## src/rtl/mem_bus_arbiter.sv

```systemverilog
// Two-port arbiter for the shared memory bus (port 0 = core, port 1 = host loader/debug).
// Optional macro ARB_ROUND_ROBIN_EN selects round-robin IDLE tie-break; default is port-0 priority.
module mem_bus_arbiter #(
  parameter int unsigned ADDR_W   = 8,
  parameter int unsigned DATA_W   = 32,
  parameter int unsigned HOLD_MAX = 16
) (
  input  logic              clk_i,
  input  logic              rst_i,
  input  logic              req0_i,
  input  logic              req1_i,
  input  logic              lock0_i,
  input  logic              lock1_i,
  input  logic [1:0]        mode0_i,
  input  logic [1:0]        mode1_i,
  input  logic [ADDR_W-1:0] addr0_i,
  input  logic [ADDR_W-1:0] addr1_i,
  input  logic [DATA_W-1:0] wdata0_i,
  input  logic [DATA_W-1:0] wdata1_i,
  output logic              gnt0_o,
  output logic              gnt1_o,
  output logic              rvalid0_o,
  output logic              rvalid1_o,
  output logic [DATA_W-1:0] rdata0_o,
  output logic [DATA_W-1:0] rdata1_o,
  input  logic [DATA_W-1:0] mem_value_i,
  output logic [1:0]        mem_mode_o,
  output logic [ADDR_W-1:0] mem_address_o,
  output logic [DATA_W-1:0] mem_write_value_o
);

  localparam logic [1:0] MEM_READ = 2'b00;
  localparam int unsigned CntW = (HOLD_MAX > 0) ? $clog2(HOLD_MAX + 1) : 1;

  typedef enum logic [1:0] {StIdle, StLock0, StLock1} state_e;

  state_e            state_q, state_d;
  logic [CntW-1:0]   hold_cnt_q, hold_cnt_d, hold_inc;
  logic              hold_hit;
  logic              gnt0, gnt1, xfer, sel_lock;
  logic [1:0]        sel_mode;
  logic [ADDR_W-1:0] sel_addr;
  logic [DATA_W-1:0] sel_wdata;
  logic              rd_pend_q, rd_tag_q;
  logic              rvalid0_q, rvalid1_q;
  logic [DATA_W-1:0] rdata0_q, rdata1_q;
  logic [1:0]        mem_mode_q;
  logic [ADDR_W-1:0] mem_address_q;
  logic [DATA_W-1:0] mem_write_value_q;
`ifdef ARB_ROUND_ROBIN_EN
  logic              rr_ptr_q, rr_ptr_d;
`endif

  // State register
  always_ff @(posedge clk_i or posedge rst_i) begin
    if (rst_i) begin
      state_q    <= StIdle;
      hold_cnt_q <= '0;
`ifdef ARB_ROUND_ROBIN_EN
      rr_ptr_q   <= 1'b0;
`endif
    end else begin
      state_q    <= state_d;
      hold_cnt_q <= hold_cnt_d;
`ifdef ARB_ROUND_ROBIN_EN
      rr_ptr_q   <= rr_ptr_d;
`endif
    end
  end

  // Grant (output) logic
  always_comb begin
    gnt0 = 1'b0;
    gnt1 = 1'b0;
    unique case (state_q)
      StIdle: begin
        if (req0_i && req1_i) begin
`ifdef ARB_ROUND_ROBIN_EN
          gnt0 = ~rr_ptr_q;
          gnt1 = rr_ptr_q;
`else
          gnt0 = 1'b1;
`endif
        end else begin
          gnt0 = req0_i;
          gnt1 = req1_i;
        end
      end
      StLock0: gnt0 = req0_i;
      StLock1: gnt1 = req1_i;
      default: ;
    endcase
  end

  assign gnt0_o    = gnt0;
  assign gnt1_o    = gnt1;
  assign xfer      = gnt0 | gnt1;
  assign sel_lock  = gnt1 ? lock1_i : lock0_i;
  assign sel_mode  = gnt1 ? mode1_i : mode0_i;
  assign sel_addr  = gnt1 ? addr1_i : addr0_i;
  assign sel_wdata = gnt1 ? wdata1_i : wdata0_i;
  assign hold_inc  = hold_cnt_q + 1'b1;
  assign hold_hit  = (HOLD_MAX != 0) && (hold_inc == CntW'(HOLD_MAX));

  // Next-state logic
  always_comb begin
    state_d    = state_q;
    hold_cnt_d = hold_cnt_q;
`ifdef ARB_ROUND_ROBIN_EN
    rr_ptr_d   = rr_ptr_q;
`endif
    unique case (state_q)
      StIdle: begin
`ifdef ARB_ROUND_ROBIN_EN
        if (xfer) rr_ptr_d = gnt0;
`endif
        // The locking transfer itself counts toward the hold budget.
        if (xfer && sel_lock) begin
          if (hold_hit) begin
            hold_cnt_d = '0;
          end else begin
            state_d    = gnt1 ? StLock1 : StLock0;
            hold_cnt_d = hold_inc;
          end
        end
      end
      StLock0, StLock1: begin
        if (xfer && hold_hit) begin
          state_d    = StIdle;
          hold_cnt_d = '0;
`ifdef ARB_ROUND_ROBIN_EN
          rr_ptr_d   = (state_q == StLock0);
`endif
        end else if (!((state_q == StLock0) ? lock0_i : lock1_i)) begin
          state_d    = StIdle;
          hold_cnt_d = '0;
        end else if (xfer) begin
          hold_cnt_d = hold_inc;
        end
      end
      default: begin
        state_d    = StIdle;
        hold_cnt_d = '0;
      end
    endcase
  end

  // Memory bus and read-return datapath
  always_ff @(posedge clk_i or posedge rst_i) begin
    if (rst_i) begin
      mem_mode_q        <= MEM_READ;
      mem_address_q     <= '0;
      mem_write_value_q <= '0;
      rd_pend_q         <= 1'b0;
      rd_tag_q          <= 1'b0;
      rvalid0_q         <= 1'b0;
      rvalid1_q         <= 1'b0;
      rdata0_q          <= '0;
      rdata1_q          <= '0;
    end else begin
      if (xfer) begin
        mem_mode_q        <= sel_mode;
        mem_address_q     <= sel_addr;
        mem_write_value_q <= sel_wdata;
      end else begin
        mem_mode_q        <= MEM_READ;
        mem_write_value_q <= '0;
      end
      rd_pend_q <= xfer && (sel_mode == MEM_READ);
      rd_tag_q  <= gnt1;
      rvalid0_q <= rd_pend_q & ~rd_tag_q;
      rvalid1_q <= rd_pend_q & rd_tag_q;
      if (rd_pend_q && !rd_tag_q) rdata0_q <= mem_value_i;
      if (rd_pend_q && rd_tag_q)  rdata1_q <= mem_value_i;
    end
  end

  assign mem_mode_o        = mem_mode_q;
  assign mem_address_o     = mem_address_q;
  assign mem_write_value_o = mem_write_value_q;
  assign rvalid0_o         = rvalid0_q;
  assign rvalid1_o         = rvalid1_q;
  assign rdata0_o          = rdata0_q;
  assign rdata1_o          = rdata1_q;

endmodule

```

## config.mk

```make
export PLATFORM = sky130hd
export DESIGN_NAME = mem_bus_arbiter
export DESIGN_NICKNAME = d
export VERILOG_FILES = /design/src/rtl/mem_bus_arbiter.sv
export SDC_FILE = /design/constraint.sdc
export NUM_CORES = 1
export LEC_CHECK = 0
export ABC_AREA = 1
export CORE_ASPECT_RATIO = 0.9
export CORE_MARGIN = 1
export CORE_UTILIZATION = 40
export CTS_CLUSTER_SIZE = 12
export DETAILED_ROUTE_END_ITERATION = 8
export PLACE_DENSITY = 0.79
export SYNTH_ARGS = -nofsm -noshare
export SYNTH_HDL_FRONTEND = slang
export SYNTH_SLANG_ARGS = --single-unit
```

## constraint.sdc

```tcl
create_clock -name clk_i -period 4.5 [get_ports clk_i]
set_input_delay 0.675 -clock clk_i [delete_from_list [all_inputs] [get_ports clk_i]]
set_output_delay 0.675 -clock clk_i [all_outputs]
set_load 0.005 [all_outputs]
```

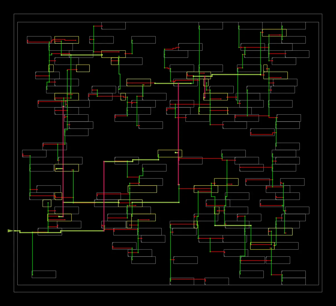
Figure 1: clock wiring as the flow saved it.
# clock sinks: 117
sequential cell count: 117
setup clock skew after layout: 0.00441 ns
worst skew pair latency: 0.41 ns
final-layout clock buffer total: 20

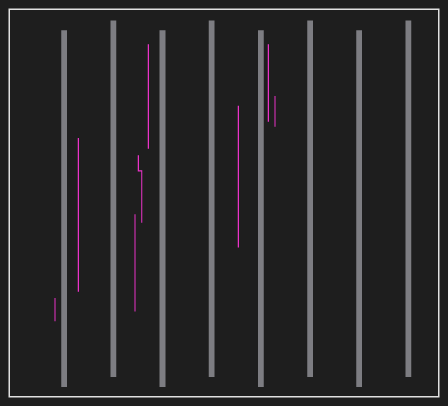
Figure 2: signal wires on met4.
Supply wires on this layer in gray.
- nets with wire on the layer: 6
- main direction: vertical
- share of all routed wire: 1.4%
- wire length on this layer: 191 um
- longest straight run: 42.2 um
routed vias: 4582
WL final: 13800 um

## power by group through the flow
stage	sequential (uW)	combinational [uW]	clock [uW]
finish	1770	2220	1270
global route	1830	2450	1340
CTS	1770	2240	1300
detailed placement	1780	2220	0
global placement	1760	2160	0
floorplan	1800	918	0
## final cells by class
class	instances	area share
Multi-Input combinational cell	342	0.204
Clock buffer	20	0.0570
Inverter	57	0.0276
Tap cell	156	0.0249
Clock inverter	10	0.0139
Timing Repair Buffer	235	0.299
Sequential cell	117	0.374
## Yosys cell counts
cell type / number / area, um^2
o21ai_0: 65 / 325
nand3_2: 1 / 10.0
nand2_1: 180 / 676
nand4_1: 6 / 37.5
nand3_4: 1 / 17.5
nor2_1: 10 / 37.5
inv_2: 3 / 11.3
o211ai_1: 1 / 7.51
nand2_4: 2 / 22.5
inv_1: 54 / 203
clkbuf_1: 16 / 60.1
buf_2: 11 / 55.1
a21boi_2: 1 / 11.3
buf_4: 1 / 7.51
nand2_2: 1 / 6.26
nor2_4: 1 / 11.3
ha_1: 6 / 75.1
nand3_1: 58 / 290
a21oi_1: 2 / 10.0
dfrtp_1: 117 / 2930
o21ai_1: 5 / 25.0
mux2i_1: 1 / 10.0
a21oi_4: 1 / 16.3
## critical path, cell delays in order, from the launching register on
cell	delay [ns]
dfrtp_1	0.41
inv_1	0.12
ha_1	0.38
nand2_1	0.09
nand2_1	0.10
nand2_1	0.09
inv_1	0.06
buf_4	0.36
clkdlybuf4s50_1	0.58
## routing by layer
| metal | routed length, um | up-vias |
|---|---|---|
| li1 | - | 2173 |
| met1 | 5510 | 2180 |
| met2 | 7000 | 210 |
| met3 | 1110 | 19 |
| met4 | 190 | 0 |
| met5 | 0 | - |
==> flow_summary_export.csv <==
group,metric,value,unit
run_status,outcome,"finished, final reports clean",
timing,period_needed,3.29,ns
synth,synth.lib_cells_used.distinct,23,
worst_setup_path,setup.reg_to_reg.worst_slack,2.23,ns
worst_setup_path,worst_r2r_endpoint,"state_q[0]$_DFFE_PP0P_",
layout,ff_latch_area,0.00293,mm^2
route,wl_per_cell,14.7,um
pwr,power_per_cell_area,672,mW/mm^2
route,vias_per_cell,4.89,
synth,synth_flops,117,
die,design.portCount,232,
route,firstDrtPassIters,4,
hold_path,min_path_type,"reg -> reg",
worst_setup_path,crit_path_max_fanout,41,
placed_design,dp.cells,907,
global_routing,grt_pass1_wl,22200,um
clocking,cts_htree_levels,4,
timing,tns_setup,0,ns
die,std_cell_rows,37,
synth,ys_sh_simple,0.228,
worst_setup_path,worstSetupStartpoint,"state_q[0]$_DFFE_PP0P_",
synth,synth-compound-area-share,0.0815,
timing,achievable-frequency,304,MHz
placed_design,port_buffers,231,
route,drtAntennaViolNets,0,
worst_setup_path,critical_path_start_type,"flop",
global_routing,first_global_vias,4586,
clocking,post_cts_setup_repair_buffer_count,0,
pwr,power.leakage,0.00380,uW
die,fp.dieH,107,um
layout,final_nets,898,
pwr,switching_power,1720,uW
clocking,cts_tree,"built",
layout,diodes,0,
route,first_iter_violations,377,
layout,final.fill_count,873,
layout,finalCoreUtilization,0.674,
timing,slew_viol_final,0,
clocking,cts_hold_buf,0,
placed_design,dp.final_hpwl,9780,um
route,drc_errors,0,
placed_design,post_dp_cell_area,0.00728,mm^2
placed_design,gpl.final_weighted_congestion,0.854,
hold_path,hold-path-cell-count,1,
clocking,post_cts_resized,0,
Power is estimated from default activity; no workload was simulated.
